===== src/rtl/quad_pkg.sv =====
// ---------------------------------------------------------------------------
// quad_pkg
// Shared definitions for the multi-channel quadrature decoder:
//   - default widths/timing constants, also consumed by the register map
//   - decode result encoding (HOLD / UP / DOWN / ILLEGAL)
//   - per-channel prime/run state encoding (visible as r_state in each channel)
//   - quad_decode(): classifies one filtered A/B transition
// ---------------------------------------------------------------------------
package quad_pkg;

  localparam int QUAD_CNT_W       = 32;
  localparam int QUAD_SYNC_STAGES = 2;
  localparam int QUAD_FILT_CYCLES = 4;

  typedef enum logic [1:0] {
    DEC_HOLD    = 2'd0,
    DEC_UP      = 2'd1,
    DEC_DOWN    = 2'd2,
    DEC_ILLEGAL = 2'd3
  } quad_dec_e;

  typedef enum logic {
    ST_PRIME = 1'b0,
    ST_RUN   = 1'b1
  } quad_state_e;

  // Single-bit change is a step whose direction is curA ^ prevB; this makes
  // 00->10->11->01->00 (A leading B) count up. Both bits changing is illegal.
  function automatic quad_dec_e quad_decode(input logic cur_a, input logic cur_b,
                                            input logic prev_a, input logic prev_b);
    logic chg_a;
    logic chg_b;
    quad_dec_e res;
    chg_a = cur_a ^ prev_a;
    chg_b = cur_b ^ prev_b;
    res   = DEC_HOLD;
    if (chg_a && chg_b) begin
      res = DEC_ILLEGAL;
    end else if (chg_a || chg_b) begin
      res = (cur_a ^ prev_b) ? DEC_UP : DEC_DOWN;
    end
    return res;
  endfunction

endpackage


===== src/rtl/quad_channel.sv =====
// ---------------------------------------------------------------------------
// quad_channel
// One quadrature channel: synchroniser -> glitch filter -> prime -> x4 decode
// -> wrapping signed position counter, sticky error, direction, step pulse.
// Optional index capture when QUAD_INDEX_EN is defined.
//
// Ports
//   clk, reset      system clock, synchronous active-high reset
//   i_a, i_b        raw encoder phases (asynchronous)
//   i_clear         synchronous count clear (wins over a coincident step)
//   i_err_clr       clear of sticky error (loses to a coincident illegal edge)
//   i_index         raw index pulse (asynchronous)        [QUAD_INDEX_EN]
//   o_idx_count     count captured on filtered index rise  [QUAD_INDEX_EN]
//   o_idx_valid     sticky capture flag, cleared by clear  [QUAD_INDEX_EN]
//   o_count         position count, two's complement, wraps
//   o_dir           direction of last accepted step (1 = up)
//   o_step          one-cycle pulse per accepted step
//   o_err           sticky illegal-transition flag
//
// Handshake: none. Inputs are level-sampled every cycle; o_step is a strobe
// valid for exactly one cycle, coincident with the o_count update.
// ---------------------------------------------------------------------------
module quad_channel
  import quad_pkg::*;
#(
  parameter int CNT_W       = QUAD_CNT_W,
  parameter int SYNC_STAGES = QUAD_SYNC_STAGES,
  parameter int FILT_CYCLES = QUAD_FILT_CYCLES
) (
  input  logic             clk,
  input  logic             reset,
  input  logic             i_a,
  input  logic             i_b,
  input  logic             i_clear,
  input  logic             i_err_clr,
`ifdef QUAD_INDEX_EN
  input  logic             i_index,
  output logic [CNT_W-1:0] o_idx_count,
  output logic             o_idx_valid,
`endif
  output logic [CNT_W-1:0] o_count,
  output logic             o_dir,
  output logic             o_step,
  output logic             o_err
);

  // Signal lanes: bit 0 = A, bit 1 = B, bit 2 = index (when present).
`ifdef QUAD_INDEX_EN
  localparam int NSIG = 3;
`else
  localparam int NSIG = 2;
`endif
  localparam int FW        = $clog2(FILT_CYCLES + 1);
  localparam int PRIME_CYC = SYNC_STAGES + FILT_CYCLES;
  localparam int PW        = $clog2(PRIME_CYC + 1);

  logic [NSIG-1:0] w_raw;
`ifdef QUAD_INDEX_EN
  assign w_raw = {i_index, i_b, i_a};
`else
  assign w_raw = {i_b, i_a};
`endif

  // ---------------- synchroniser (no logic ahead of stage 0) ----------------
  logic [NSIG-1:0] r_sync [SYNC_STAGES];
  logic [NSIG-1:0] w_sync;

  always_ff @(posedge clk) begin
    if (reset) begin
      for (int i = 0; i < SYNC_STAGES; i++) r_sync[i] <= '0;
    end else begin
      r_sync[0] <= w_raw;
      for (int i = 1; i < SYNC_STAGES; i++) r_sync[i] <= r_sync[i-1];
    end
  end

  assign w_sync = r_sync[SYNC_STAGES-1];

  // ---------------- glitch filter ----------------
  // r_fcnt counts consecutive cycles the synchronised level has been stable
  // (saturating at FILT_CYCLES); the filtered level follows once it saturates.
  logic [NSIG-1:0] r_last;
  logic [NSIG-1:0] r_filt;
  logic [FW-1:0]   r_fcnt     [NSIG];
  logic [FW-1:0]   w_fcnt_nxt [NSIG];

  always_comb begin
    for (int s = 0; s < NSIG; s++) begin
      w_fcnt_nxt[s] = r_fcnt[s];
      if (w_sync[s] != r_last[s]) begin
        w_fcnt_nxt[s] = FW'(1);
      end else if (r_fcnt[s] != FW'(FILT_CYCLES)) begin
        w_fcnt_nxt[s] = r_fcnt[s] + FW'(1);
      end
    end
  end

  always_ff @(posedge clk) begin
    if (reset) begin
      r_last <= '0;
      r_filt <= '0;
      for (int s = 0; s < NSIG; s++) r_fcnt[s] <= '0;
    end else begin
      r_last <= w_sync;
      for (int s = 0; s < NSIG; s++) begin
        r_fcnt[s] <= w_fcnt_nxt[s];
        if (w_fcnt_nxt[s] == FW'(FILT_CYCLES)) r_filt[s] <= w_sync[s];
      end
    end
  end

  // ---------------- prime FSM ----------------
  // Filtered levels are meaningless until the pipeline has filled; wait
  // PRIME_CYC cycles, then take them as the reference without decoding.
  quad_state_e     r_state;
  quad_state_e     w_state_nxt;
  logic [PW-1:0]   r_pcnt;
  logic            w_load;
  quad_dec_e       w_dec;
  logic [NSIG-1:0] r_ref;

  always_comb begin
    w_state_nxt = r_state;
    w_load      = 1'b0;
    w_dec       = DEC_HOLD;
    case (r_state)
      ST_PRIME: begin
        if (r_pcnt == PW'(PRIME_CYC)) begin
          w_state_nxt = ST_RUN;
          w_load      = 1'b1;
        end
      end
      ST_RUN: begin
        w_dec = quad_decode(r_filt[0], r_filt[1], r_ref[0], r_ref[1]);
      end
      default: w_state_nxt = ST_PRIME;
    endcase
  end

  always_ff @(posedge clk) begin
    if (reset) begin
      r_state <= ST_PRIME;
      r_pcnt  <= '0;
      r_ref   <= '0;
    end else begin
      r_state <= w_state_nxt;
      if (r_state == ST_PRIME && !w_load) r_pcnt <= r_pcnt + PW'(1);
      if (w_load || r_state == ST_RUN) r_ref <= r_filt;
    end
  end

  // ---------------- counter / flags ----------------
  logic [CNT_W-1:0] r_count;
  logic [CNT_W-1:0] w_count_nxt;
  logic             r_dir;
  logic             r_step;
  logic             r_err;
  logic             w_is_step;

  assign w_is_step = (w_dec == DEC_UP) || (w_dec == DEC_DOWN);

  always_comb begin
    w_count_nxt = r_count;
    if (i_clear) begin
      w_count_nxt = '0;
    end else if (w_dec == DEC_UP) begin
      w_count_nxt = r_count + CNT_W'(1);
    end else if (w_dec == DEC_DOWN) begin
      w_count_nxt = r_count - CNT_W'(1);
    end
  end

  always_ff @(posedge clk) begin
    if (reset) begin
      r_count <= '0;
      r_dir   <= 1'b0;
      r_step  <= 1'b0;
      r_err   <= 1'b0;
    end else begin
      r_count <= w_count_nxt;
      r_step  <= w_is_step;
      if (w_is_step) r_dir <= (w_dec == DEC_UP);
      if (w_dec == DEC_ILLEGAL) begin
        r_err <= 1'b1;
      end else if (i_err_clr) begin
        r_err <= 1'b0;
      end
    end
  end

  assign o_count = r_count;
  assign o_dir   = r_dir;
  assign o_step  = r_step;
  assign o_err   = r_err;

`ifdef QUAD_INDEX_EN
  // Capture the post-update count, so a coincident clear captures zero.
  logic             w_idx_rise;
  logic [CNT_W-1:0] r_idx_count;
  logic             r_idx_valid;

  assign w_idx_rise = (r_state == ST_RUN) && r_filt[2] && !r_ref[2];

  always_ff @(posedge clk) begin
    if (reset) begin
      r_idx_count <= '0;
      r_idx_valid <= 1'b0;
    end else begin
      if (w_idx_rise) r_idx_count <= w_count_nxt;
      if (w_idx_rise) begin
        r_idx_valid <= 1'b1;
      end else if (i_clear) begin
        r_idx_valid <= 1'b0;
      end
    end
  end

  assign o_idx_count = r_idx_count;
  assign o_idx_valid = r_idx_valid;
`endif

endmodule


===== src/rtl/quad_decoder_mc.sv =====
// ---------------------------------------------------------------------------
// quad_decoder_mc
// Multi-channel quadrature decoder: NUM_CH independent quad_channel instances
// with flat port packing (channel n occupies count[n*CNT_W +: CNT_W]).
// Optional feature macro: QUAD_INDEX_EN (index input, idx_count/idx_valid).
//
// Ports
//   clk, reset   system clock, synchronous active-high reset
//   quadA/quadB  raw encoder phases per channel (asynchronous)
//   clear        per-channel synchronous count clear
//   err_clr      per-channel clear of sticky err
//   count        packed position counts
//   dir          direction of last accepted step per channel (1 = up)
//   step         one-cycle pulse per accepted step
//   err          sticky illegal-transition flag
//   index        raw index per channel                 [QUAD_INDEX_EN]
//   idx_count    packed counts captured at index rise  [QUAD_INDEX_EN]
//   idx_valid    sticky capture flag per channel       [QUAD_INDEX_EN]
// Per-channel prime state is visible as g_ch[n].u_ch.r_state.
// ---------------------------------------------------------------------------
module quad_decoder_mc
  import quad_pkg::*;
#(
  parameter int NUM_CH      = 4,
  parameter int CNT_W       = QUAD_CNT_W,
  parameter int SYNC_STAGES = QUAD_SYNC_STAGES,
  parameter int FILT_CYCLES = QUAD_FILT_CYCLES
) (
  input  logic                    clk,
  input  logic                    reset,
  input  logic [NUM_CH-1:0]       quadA,
  input  logic [NUM_CH-1:0]       quadB,
  input  logic [NUM_CH-1:0]       clear,
  input  logic [NUM_CH-1:0]       err_clr,
`ifdef QUAD_INDEX_EN
  input  logic [NUM_CH-1:0]       index,
  output logic [NUM_CH*CNT_W-1:0] idx_count,
  output logic [NUM_CH-1:0]       idx_valid,
`endif
  output logic [NUM_CH*CNT_W-1:0] count,
  output logic [NUM_CH-1:0]       dir,
  output logic [NUM_CH-1:0]       step,
  output logic [NUM_CH-1:0]       err
);

  for (genvar g = 0; g < NUM_CH; g++) begin : g_ch
    quad_channel #(
      .CNT_W       (CNT_W),
      .SYNC_STAGES (SYNC_STAGES),
      .FILT_CYCLES (FILT_CYCLES)
    ) u_ch (
      .clk         (clk),
      .reset       (reset),
      .i_a         (quadA[g]),
      .i_b         (quadB[g]),
      .i_clear     (clear[g]),
      .i_err_clr   (err_clr[g]),
`ifdef QUAD_INDEX_EN
      .i_index     (index[g]),
      .o_idx_count (idx_count[g*CNT_W +: CNT_W]),
      .o_idx_valid (idx_valid[g]),
`endif
      .o_count     (count[g*CNT_W +: CNT_W]),
      .o_dir       (dir[g]),
      .o_step      (step[g]),
      .o_err       (err[g])
    );
  end

endmodule


===== config.mk =====
export PLATFORM = sky130hd
export DESIGN_NAME = quad_decoder_mc
export DESIGN_NICKNAME = d
export VERILOG_FILES = /design/src/rtl/quad_pkg.sv /design/src/rtl/quad_channel.sv /design/src/rtl/quad_decoder_mc.sv
export SDC_FILE = /design/constraint.sdc
export NUM_CORES = 1
export LEC_CHECK = 0
export CORE_MARGIN = 10
export CORE_UTILIZATION = 59
export CTS_CLUSTER_DIAMETER = 100
export DETAILED_ROUTE_END_ITERATION = 8
export PLACE_DENSITY = 0.82
export SETUP_SLACK_MARGIN = 0.1
export SLEW_MARGIN = 25
export SYNTH_ARGS = -nofsm -noshare
export SYNTH_HDL_FRONTEND = slang
export SYNTH_HIERARCHICAL = 1
export SYNTH_SLANG_ARGS = --single-unit
export TNS_END_PERCENT = 20

===== constraint.sdc =====
create_clock -name clk -period 9.1 [get_ports clk]
set_input_delay 1.82 -clock clk [delete_from_list [all_inputs] [get_ports clk]]
set_output_delay 1.82 -clock clk [all_outputs]
set_load 0.005 [all_outputs]

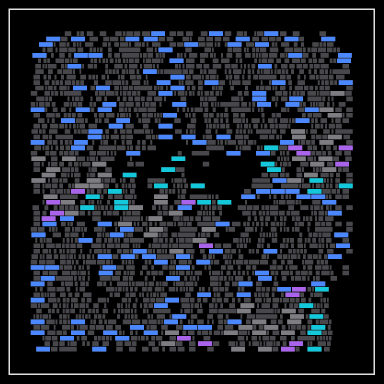
*Register map, names as in the netlist, run 1*
Scale: 2 px per um.
Cyan shows g_ch.u_ch/r_fcnt, flops 24. Blue shows g_ch.u_ch/o_count, flops 128, where widely spread. Purple shows g_ch.u_ch/r_sync, flops 16.
final core utilization: 69.6%
P_seq: 1.00 mW

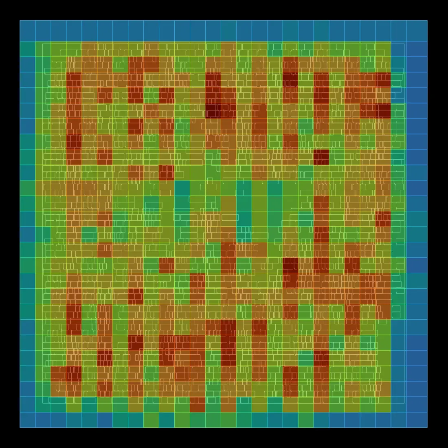
*Track usage over the die, run 1*
GR Util All Layers: 22.4%
layer with the highest usage: met2
met1 global-route usage: 28.6%
DR WL/cell: 16.3 um

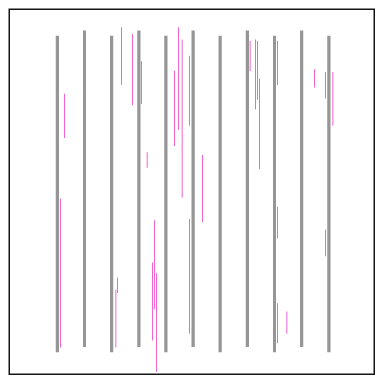
*Met4 routing, run 1*
Scale: 2 px per um. Supply wires on this layer in grey.
The wires run mostly vertical. The layer carries 902 um of wire. The longest straight run is 78.9 um. The layer holds 2.3% of the routed length.
via count: 14300
WL final: 39000 um

==> run notes, run 1 <==
flow finished, numbers: cell taking the most area after synthesis dfxtp_1, Finish-stage setup viols 0, xor/xnor share 6.58%, chip width 182 um, Worst slew margin 34.7%, critical path endpoint category flip-flop, synth unique cells 93, Worst Path Buf+Inv 2, startpoint types flip-flop, CTS tree yes, mux frac, synth 1.88%, outcome finished clean, worst endpoint data arrival time 4.45 ns, Clock Root Buffer clkbuf_16, FA/HA/MAJ Cells, Area Fraction 13.3%, CP delay by family, top AND-OR/OR-AND gates, crit path time final 4.05 ns, clk_skew 0.0107 ns, CTS sink count 220, CTS Hold Bufs 0, Async SR Flop Fraction 0%, Fin Setup TNS 0 ns, Yosys Warn Count 6, Top cell area share 28.5%, met2 Usage GRT 37.5%, CP max FO 34, critical path's slowest cell dfxtp_1, Main synth FF type dfxtp_1, top post-synthesis cells by count 220 x dfxtp_1, 215 x nor2_1, 194 x a21oi_1, chip area 0.0331 mm^2, pin count of the biggest net entering global routing 52, Leakage Power 8.29 nW, count of tool warnings 48, Late-Pin Clk Latency 0.53 ns, Final Cycle Share 44.5%, M3 GR Usage 4.59%, Hold Path Cell Cnt 1, Largest logic family AND-OR/OR-AND gates, Min-Delay Path Class reg2reg, CP required 9.50 ns, synthesized cell area 0.0154 mm^2, vias in the first global route 13500, Synthesized registers 220, HPWL Detailed 28300 um, area reported by Yosys stat 0.0154 mm^2, die height 182 um, simple-gate area share of the yosys netlist 21.2%, layout cells sized above 1 5.74%, Least-Margin Pin Slew 0.976 ns, Hold Vio Cnt, Final 0, Final nets 2217, post-synthesis cell count 1924, Seq. cell area 0.00440 mm^2, CP Class reg2reg, initial DRC count 1148, Clock Tree Buf Depth 3, most common cell in the netlist dfxtp_1, post-route cell area 0.0180 mm^2, Crit path depth 16, H-tree depth 1, Port Buf Inserts 157, CTS Buf Count 26, first-pass GRT wire length 65100 um, PD cells 121 mW/mm^2, Core Util at FP 59.6%, post-CTS setup buffers 0, DR vias/cell 5.98, main area contributors after synthesis dfxtp_1 29%, ha_1 13%, a21oi_1 6.3%, post-route ant nets 0, r2r worst-path depth 16, Max stage delay on crit path 0.52 ns, logic area 0.0104 mm^2, P&R area growth vs syn 16.8%, Post-synth seq share 28.5%, crit-path cells nor2b_1 -> a21oi_1 -> nand2_1 -> o211a_1 -> ha_1 -> inv_1 -> buf_4 -> ha_1 -> and3_1 -> a221oi_1 -> o21bai_1 -> o2111ai_1 -> o211ai_1 -> a21oi_1 -> nand3b_1 -> nand3_1, unrepaired setup endpoints after global routing no, fillcell total 2070, First-pass DRT Iterations 5, Net Count, Synth 2104, Worst-path clk slew 0.06 ns, GPL Wtd Cong 0.939, # DRC 0, IO Pins 158, ao+oa area frac 24.4%, Cell Rows 59, Max-Cap Viols 0, FMAX 247 MHz, Max rail drop VDD 138 uV, antenna violations before repair 0, final tally of max-slew violations 0, count of library flops with an enable pin 0, Congestion Overflow GR 0, core area 0.0259 mm^2, ys cells 1924, diode count 0, placed inst area 0.0171 mm^2, Post-CTS Resized 0, Syn Area/Cell 8.03 um^2
[run 1: per-layer routing]
| metal | up-vias | wire length (um) |
|---|---|---|
| met4 | 0 | 901 |
| met2 | 379 | 18100 |
| met1 | 6679 | 17500 |
| met5 | - | 0 |
| li1 | 7175 | - |
| met3 | 64 | 2510 |
[run 1: stage by stage]
stage	total power [mW]	setup slack (ns)	instances	hold WS, ns
CTS	2.22	5.10	2392	0.451
finish	2.19	5.05	2392	0.443
floorplan	1.10	5.27	1924	0.414
global placement	1.12	5.22	2344	0.418
global route	2.27	4.72	2392	0.458
detailed placement	1.12	5.12	2344	0.426
[run 1: cells in the final DEF, fill, tap and decap left out, types with 14 or more instances in the layout]
| cell | instances |
|---|---|
| clkdlybuf4s50_1 | 156 |
| xnor2_1 | 51 |
| o21bai_1 | 15 |
| nor2b_1 | 48 |
| nand2_1 | 163 |
| a211oi_1 | 17 |
| nor3b_1 | 18 |
| nor2_1 | 215 |
| o21ai_0 | 98 |
| o21ai_1 | 30 |
| nand3_1 | 64 |
| dfxtp_1 | 220 |
| o211ai_1 | 15 |
| nand4_1 | 30 |
| clkbuf_16 | 27 |
| mux2i_1 | 29 |
| xor2_1 | 65 |
| nand2b_1 | 25 |
| a21o_1 | 56 |
| a21oi_1 | 194 |
| a31oi_1 | 14 |
| inv_1 | 65 |
| nor3_1 | 33 |
| ha_1 | 158 |
| o21a_1 | 15 |
[run 1: state kept, by name (all words and copies together), names as in the netlist]
name               flops
g_ch.u_ch/o_count    128
g_ch.u_ch/o_err        4
g_ch.u_ch/r_filt       8
g_ch.u_ch/r_pcnt      12
g_ch.u_ch/o_step       4
g_ch.u_ch/r_state      4
g_ch.u_ch/r_sync      16
g_ch.u_ch/o_dir        4
g_ch.u_ch/r_ref        8
g_ch.u_ch/r_fcnt      24
g_ch.u_ch/r_last       8
[run 1: final timing paths]
| path | startpoint | endpoint | slack, ns |
|---|---|---|---|
| hold reg to reg | g_ch[3].u_ch/r_sync[0][0] | g_ch[3].u_ch/r_sync[0][2] | 0.44 |
| setup reg to reg | g_ch[3].u_ch/r_filt[0] | g_ch[3].u_ch/o_count[25] | 5.05 |
| setup / recovery | g_ch[3].u_ch/r_filt[0] | g_ch[3].u_ch/o_count[25] | 5.05 |
| hold / removal | g_ch[3].u_ch/r_sync[0][0] | g_ch[3].u_ch/r_sync[0][2] | 0.44 |
[run 1: report_power, final]
group | leakage, nW | internal, mW | switching, mW
sequential | 1.78 | 0.986 | 0.0175
clock | 0.432 | 0.650 | 0.437
combinational | 6.07 | 0.0435 | 0.0563
total | 8.29 | 1.68 | 0.510
[run 1: cell type report]
cell class                      instances  share of cell area (%)
Inverter                               65                    1.35
Tap cell                              335                    2.32
Sequential cell                       220                    24.4
Timing Repair Buffer                  168                    9.16
Multi-Input combinational cell       1556                    57.7
Clock buffer                           32                    3.96
Clock inverter                         16                    1.04
### Metal layers overlaid, run 1

Scale: 2 px per um. Only two layers are drawn.
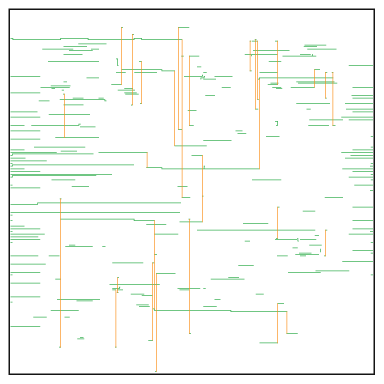

==> run 2, diff against run 1 <==
CORE_UTILIZATION = 58   (was 59)
PLACE_DENSITY = 0.81   (was 0.82)
clock period = 4.07 ns   (was 9.1 ns; I/O delays follow)
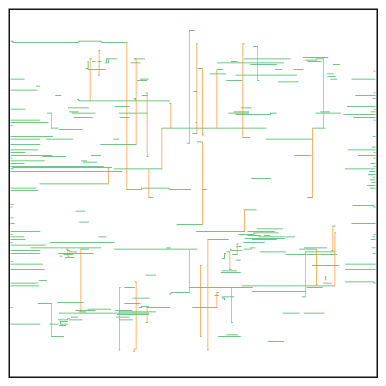
*Metal layers overlaid, run 2*
Scale: 2 px per um. Only two layers are drawn.
Green shows metal 3, wire length 2370 um. Orange shows metal 4, wire length 949 um.
via count: 14400
GR Util All Layers: 23.0%
DR WL/cell: 16.8 um
WL final: 40400 um

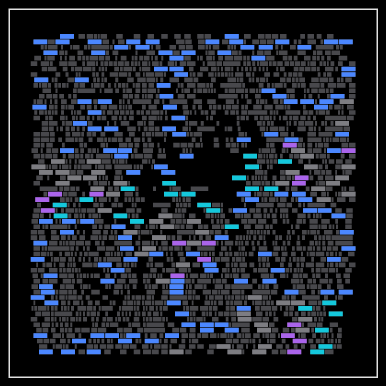
*Register map, names as in the netlist, run 2*
Scale: 2 px per um.
Cyan shows g_ch.u_ch/r_fcnt, flops 24. Blue shows g_ch.u_ch/o_count, flops 128, where widely spread. Purple shows g_ch.u_ch/r_sync, flops 16.
Another 52 sequential cells are not coloured.
register fraction of the total cell area: 24.2%
final core utilization: 69.5%
P_seq: 2.24 mW
Seq. cell area: 0.00440 mm^2

==> run notes, run 2 <==
flow finished, numbers: Syn Area/Cell 8.03 um^2, FMAX 264 MHz, simple-gate area share of the yosys netlist 21.2%, Finish-stage setup viols 0, Max stage delay on crit path 0.50 ns, CP max FO 11, chip width 183 um, Top cell area share 28.5%, Final Worst Setup Slack 0.285 ns, CTS Buf Count 25, CTS Hold Bufs 0, post-route ant nets 0, FA/HA/MAJ Cells, Area Fraction 13.3%, Max-Cap Viols 0, CP delay by family, top simple AND/OR/NAND/NOR gates, worst slack, placed 0.169 ns, Worst Path Buf+Inv 1, IO Pins 158, most numerous logic cells after layout 220 x dfxtp_1, 215 x nor2_1, 194 x a21oi_1, CTS tree yes, Commonest Layout Cell dfxtp_1, CP required 4.49 ns, vias in the first global route 13800, pin count of the biggest net entering global routing 38, mux frac, synth 1.88%, Clock Root Buffer clkbuf_16, DR vias/cell 6.00, startpoint types flip-flop, max reg flops 128, Synthesized registers 220, first-pass GRT wire length 66800 um, chip area 0.0336 mm^2, post-synthesis cell count 1924, Yosys Warn Count 6, Min-Delay Path Class reg2reg, unrepaired setup endpoints after global routing yes, launch point of the worst reg-to-reg path g_ch[3].u_ch/r_filt[0], Main synth FF type dfxtp_1, PD cells 274 mW/mm^2, First-pass DRT Iterations 5, GPL Wtd Cong 0.959, count of library flops with an enable pin 0, die height 183 um, critical path's slowest cell dfxtp_1, Clock Tree Buf Depth 3, Critical Path Start g_ch[3].u_ch/r_filt[0], P&R area growth vs syn 17.7%, layout cells sized above 1 6.44%, worst endpoint data arrival time 4.20 ns, CP Class reg2reg, Final Cycle Share 93.0%, Worst-path clk slew 0.06 ns, Worst slew margin 50.1%, synthesized cell area 0.0154 mm^2, antenna violations before repair 0, Fin Setup TNS 0 ns, count of tool warnings 49, ao+oa area frac 24.4%, # DRC 0, main area contributors after synthesis dfxtp_1 29%, ha_1 13%, a21oi_1 6.3%, Placed Instances 2353, Final nets 2229, Port Buf Inserts 157, Async SR Flop Fraction 0%, diode count 0, outcome finished clean, Net Count, Synth 2104, min-delay src g_ch[3].u_ch/r_sync[0][0], top post-synthesis cells by count 220 x dfxtp_1, 215 x nor2_1, 194 x a21oi_1, Max rail drop VDD 289 uV, crit path time final 3.78 ns, final tally of max-slew violations 0
==> run 2: area by class of cell <==
type | count | area (um^2)
Clock buffer | 30 | 684
Clock inverter | 14 | 231
Fill cell | 2182 | 7960
Inverter | 65 | 248
Multi-Input combinational cell | 1556 | 10400
Sequential cell | 220 | 4400
Tap cell | 335 | 419
Timing Repair Buffer | 180 | 1750
Timing Repair inverter | 1 | 7.51
==> run 2: final timing paths <==
path                                     to  slack [ns]  depth (start not counted)
setup / recovery   g_ch[3].u_ch/o_count[31]        0.29                         14
hold / removal    g_ch[3].u_ch/r_sync[0][2]        0.45                          1
setup reg to reg   g_ch[3].u_ch/o_count[31]        0.29                         14
hold reg to reg   g_ch[3].u_ch/r_sync[0][2]        0.45                          1
==> run 2: power by group <==
group / switching, mW / internal, mW
logic: 0.127 / 0.0983
registers: 0.0399 / 2.20
clock network: 0.944 / 1.57
==> run 2: cell families (layout without fill, tap and decap cells) <==
group | count (synthesis) | after routing
simple gates | 677 | 677
flops | 220 | 220
buf+inv | 148 | 290
compound gates | 572 | 572
xor+xnor | 116 | 116
mux | 29 | 29
fa+ha+maj | 162 | 162
==> run 2: repair_timing <==
| item | 4_1_cts | 5_1_grt |
|---|---|---|
| buffers inserted | 0 | 3 |
| gates resized | 0 | 4 |
| endpoints found under the setup margin | 0 | 23 |
==> run 2: metrics by stage <==
stage          hold WS (ns)  power [mW]  utilization, %  cell area, um^2
4_1_cts               0.445        5.04            69.4            18100
2_1_floorplan         0.414        2.45               -            15400
6_report              0.446        4.99            69.5            18200
5_1_grt               0.463        5.16            69.5            18200
3_3_place_gp          0.419        2.50            65.9            17200
3_5_place_dp          0.428        2.52            65.9            17200
==> run 2: layer usage <==
| metal | wire length (um) | share of wire [%] | global-route usage (%) | up-vias |
|---|---|---|---|---|
| li1 | - | - | - | 7173 |
| met1 | 18100 | 45 | 28.8 | 6745 |
| met2 | 19000 | 47 | 39.8 | 412 |
| met3 | 2370 | 5.9 | 4.15 | 83 |
| met4 | 949 | 2.3 | 6.23 | 0 |
| met5 | 0 | 0 | 0 | - |
### Met4 routing, run 2

Scale: 2 px per um. Supply wires on this layer in grey.
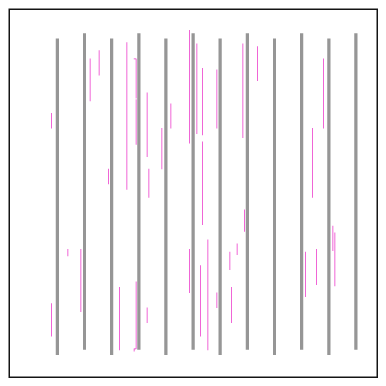

==> run 3, diff against run 2 <==
CORE_UTILIZATION = 59   (was 58)
CTS_BUF_LIST = sky130_fd_sc_hd__clkbuf_8   (was unset)
GPL_TIMING_DRIVEN = 0   (was unset)
PLACE_DENSITY = 0.82   (was 0.81)
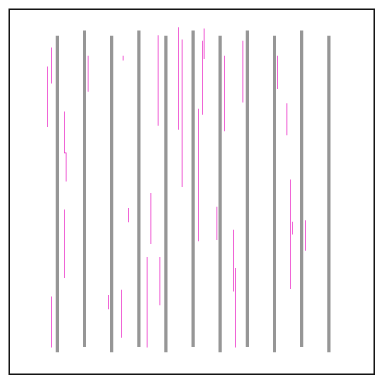
*Met4 routing, run 3*
Scale: 2 px per um. Supply wires on this layer in grey.
The longest straight run is 73.4 um. 21 nets have wire on it.
via count: 14800
WL final: 41500 um

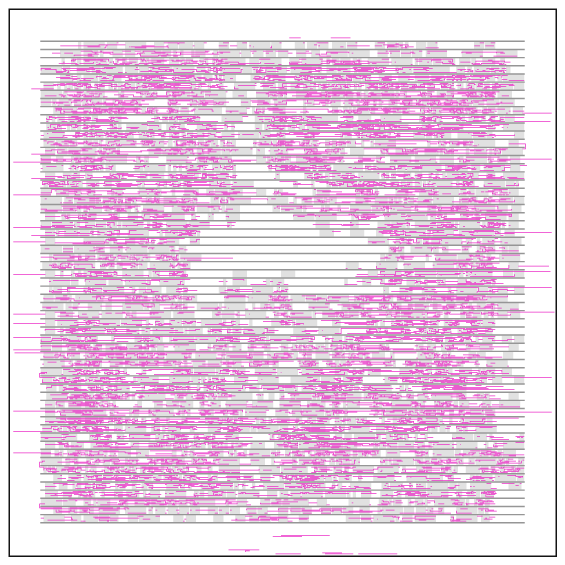
*Met1 routing, run 3*
Scale: 3 px per um. Supply wires on this layer in grey.
The wires run mostly horizontal. The layer holds 45% of the routed length. 2165 nets have wire on it.
met1 global-route usage: 30.4%

==> run notes, run 3 <==
flow finished, numbers: top post-synthesis cells by count 220 x dfxtp_1, 215 x nor2_1, 194 x a21oi_1, critical path's slowest cell o41a_2, Worst Path Buf+Inv 2, WHS Endpoint g_ch[1].u_ch/r_sync[0][2], outcome finished clean, GR Util All Layers 24.0%, antenna violations before repair 0, launch point of the worst reg-to-reg path g_ch[2].u_ch/r_filt[0], Worst slew margin 53.0%, R2R Path End g_ch[2].u_ch/o_count[26], Async SR Flop Fraction 0%, diode count 0, FMAX 257 MHz, first-pass GRT wire length 68800 um, Port Buf Inserts 156, hold slack 0.436 ns, synthesized cell area 0.0154 mm^2, die height 182 um, CTS tree yes, CTS Hold Bufs 0, core area 0.0259 mm^2, crit path time final 3.89 ns, clk_skew 0.0143 ns, WL met1 18700 um, wire length on met3 2520 um, CP max FO 35, cell taking the most area after synthesis dfxtp_1, PD cells 249 mW/mm^2, Clock Root Buffer clkbuf_8, Max-Cap Viols 0, post-route ant nets 0, Max rail drop VDD 228 uV, fillcell total 2129, Hold Vio Cnt, Final 0, Yosys Warn Count 6, chip width 182 um, Leakage Power 8.42 nW, Cell Rows 59, count of library flops with an enable pin 0, P&R area growth vs syn 18.3%, CP delay by family, top AND-OR/OR-AND gates, DR vias/cell 5.96, Min-Delay Path Class reg2reg, most numerous logic cells after layout 220 x dfxtp_1, 215 x nor2_1, 192 x a21oi_1, IO Pins 158, critical path endpoint category flip-flop, initial DRC count 1000, main area contributors after synthesis dfxtp_1 29%, ha_1 13%, a21oi_1 6.3%, Net Count, Synth 2104, First-pass DRT Iterations 7, # DRC 0, Worst-path clk slew 0.07 ns, post-synthesis cell count 1924, Core Util at FP 59.6%, chip area 0.0331 mm^2, final core utilization 70.5%, Fin Setup TNS 0 ns, crit-path cells clkbuf_1 -> nor2b_1 -> a21oi_1 -> nand2_1 -> o211a_1 -> ha_1 -> inv_6 -> ha_1 -> a211oi_1 -> o21bai_1 -> o41a_2 -> and3b_4 -> o21ai_2 -> mux2i_1 -> nand2_1, DR WL met2 19400 um, Final Cycle Share 95.6%, unrepaired setup endpoints after global routing yes, worst endpoint data arrival time 4.33 ns, Seq. cell area 0.00440 mm^2, Least-Margin Pin Slew 0.705 ns, Top cell area share 28.5%, H-tree depth 2, vias in the first global route 14100, Synthesized registers 220, max reg flops 128, placed inst area 0.0174 mm^2, Main synth FF type dfxtp_1, Hold Path Cell Cnt 1, Syn Area/Cell 8.03 um^2, Commonest Layout Cell dfxtp_1, post-route cell area 0.0183 mm^2, CP required 4.51 ns, GPL Wtd Cong 0.955, Max stage delay on crit path 0.50 ns, Clock Tree Buf Depth 3, Final nets 2303, Finish-stage setup viols 0, r2r worst-path depth 15, layout cells sized above 1 6.70%, Late-Pin Clk Latency 0.54 ns, synth unique cells 93, ys cells 1924, final tally of max-slew violations 0, Congestion Overflow GR 0, min-delay src g_ch[1].u_ch/r_sync[0][0], most common cell in the netlist dfxtp_1, CTS Buf Count 41, CP Class reg2reg, startpoint types flip-flop, logic area 0.0105 mm^2, pin count of the biggest net entering global routing 36, DR WL/cell 16.7 um, area reported by Yosys stat 0.0154 mm^2, DR top layer met4, reg2reg setup slack 0.18 ns, count of tool warnings 50, CTS sink count 220, Post-synth seq share 28.5%, HPWL Detailed 30600 um
## run 3: through the flow
stage / total power, mW / std cells / setup slack [ns]
finish: 4.55 / 2483 / 0.179
global route: 4.73 / 2483 / -0.0212
CTS: 4.60 / 2483 / 0.0150
detailed placement: 2.52 / 2415 / -0.185
global placement: 2.50 / 2415 / -0.510
floorplan: 2.45 / 1924 / 0.240
## run 3: what timing repair did
action | 4_1_cts | 5_1_grt
setup endpoints to repair | 29 | 64
resized | 4 | 18
endpoints found under the hold margin | 0 | 0
setup buffers | 0 | 0
## run 3: layer usage
metal / vias to the layer above / global-route usage (%)
met1: 6991 / 30.4
li1: 7315 / -
met2: 431 / 40.5
met3: 68 / 4.51
met5: - / 0
met4: 0 / 6.67
## run 3: worst max path at each step
stage,start,end,cells past startpoint
3_5_place_dp,g_ch[3].u_ch/r_filt[0],g_ch[3].u_ch/o_count[23],16
6_report,g_ch[2].u_ch/r_filt[0],g_ch[2].u_ch/o_count[26],15
4_1_cts,g_ch[1].u_ch/r_filt[0],g_ch[1].u_ch/o_count[31],16
3_3_place_gp,g_ch[3].u_ch/r_filt[0],g_ch[3].u_ch/o_count[23],16
2_1_floorplan,g_ch[3].u_ch/r_filt[0],g_ch[3].u_ch/o_count[31],16
5_1_grt,g_ch[2].u_ch/r_filt[0],g_ch[2].u_ch/o_count[26],15
## run 3: cell families (layout without fill, tap and decap cells)
kind of cell | count (synthesis) | after routing | synth area share [%]
mux | 29 | 29 | 1.88
buf+inv | 148 | 372 | 4.06
compound gates | 572 | 572 | 24.4
flops | 220 | 220 | 28.5
fa+ha+maj | 162 | 162 | 13.3
simple gates | 677 | 677 | 21.2
xor+xnor | 116 | 116 | 6.58
## run 3: report_power, final
part / leakage (nW) / switching, mW / total [mW] / internal, mW
clock network: 0.445 / 0.948 / 2.07 / 1.12
logic: 6.19 / 0.132 / 0.233 / 0.101
registers: 1.78 / 0.0401 / 2.25 / 2.21
## run 3: area by class of cell
type | count | share of cell area (%)
Clock buffer | 51 | 3.84
Clock inverter | 17 | 0.404
Multi-Input combinational cell | 1556 | 57.3
Sequential cell | 220 | 24.1
Inverter | 65 | 1.43
Buffer | 83 | 2.12
Timing Repair Buffer | 156 | 8.55
Tap cell | 335 | 2.29
Power and IR drop assume default switching activity.
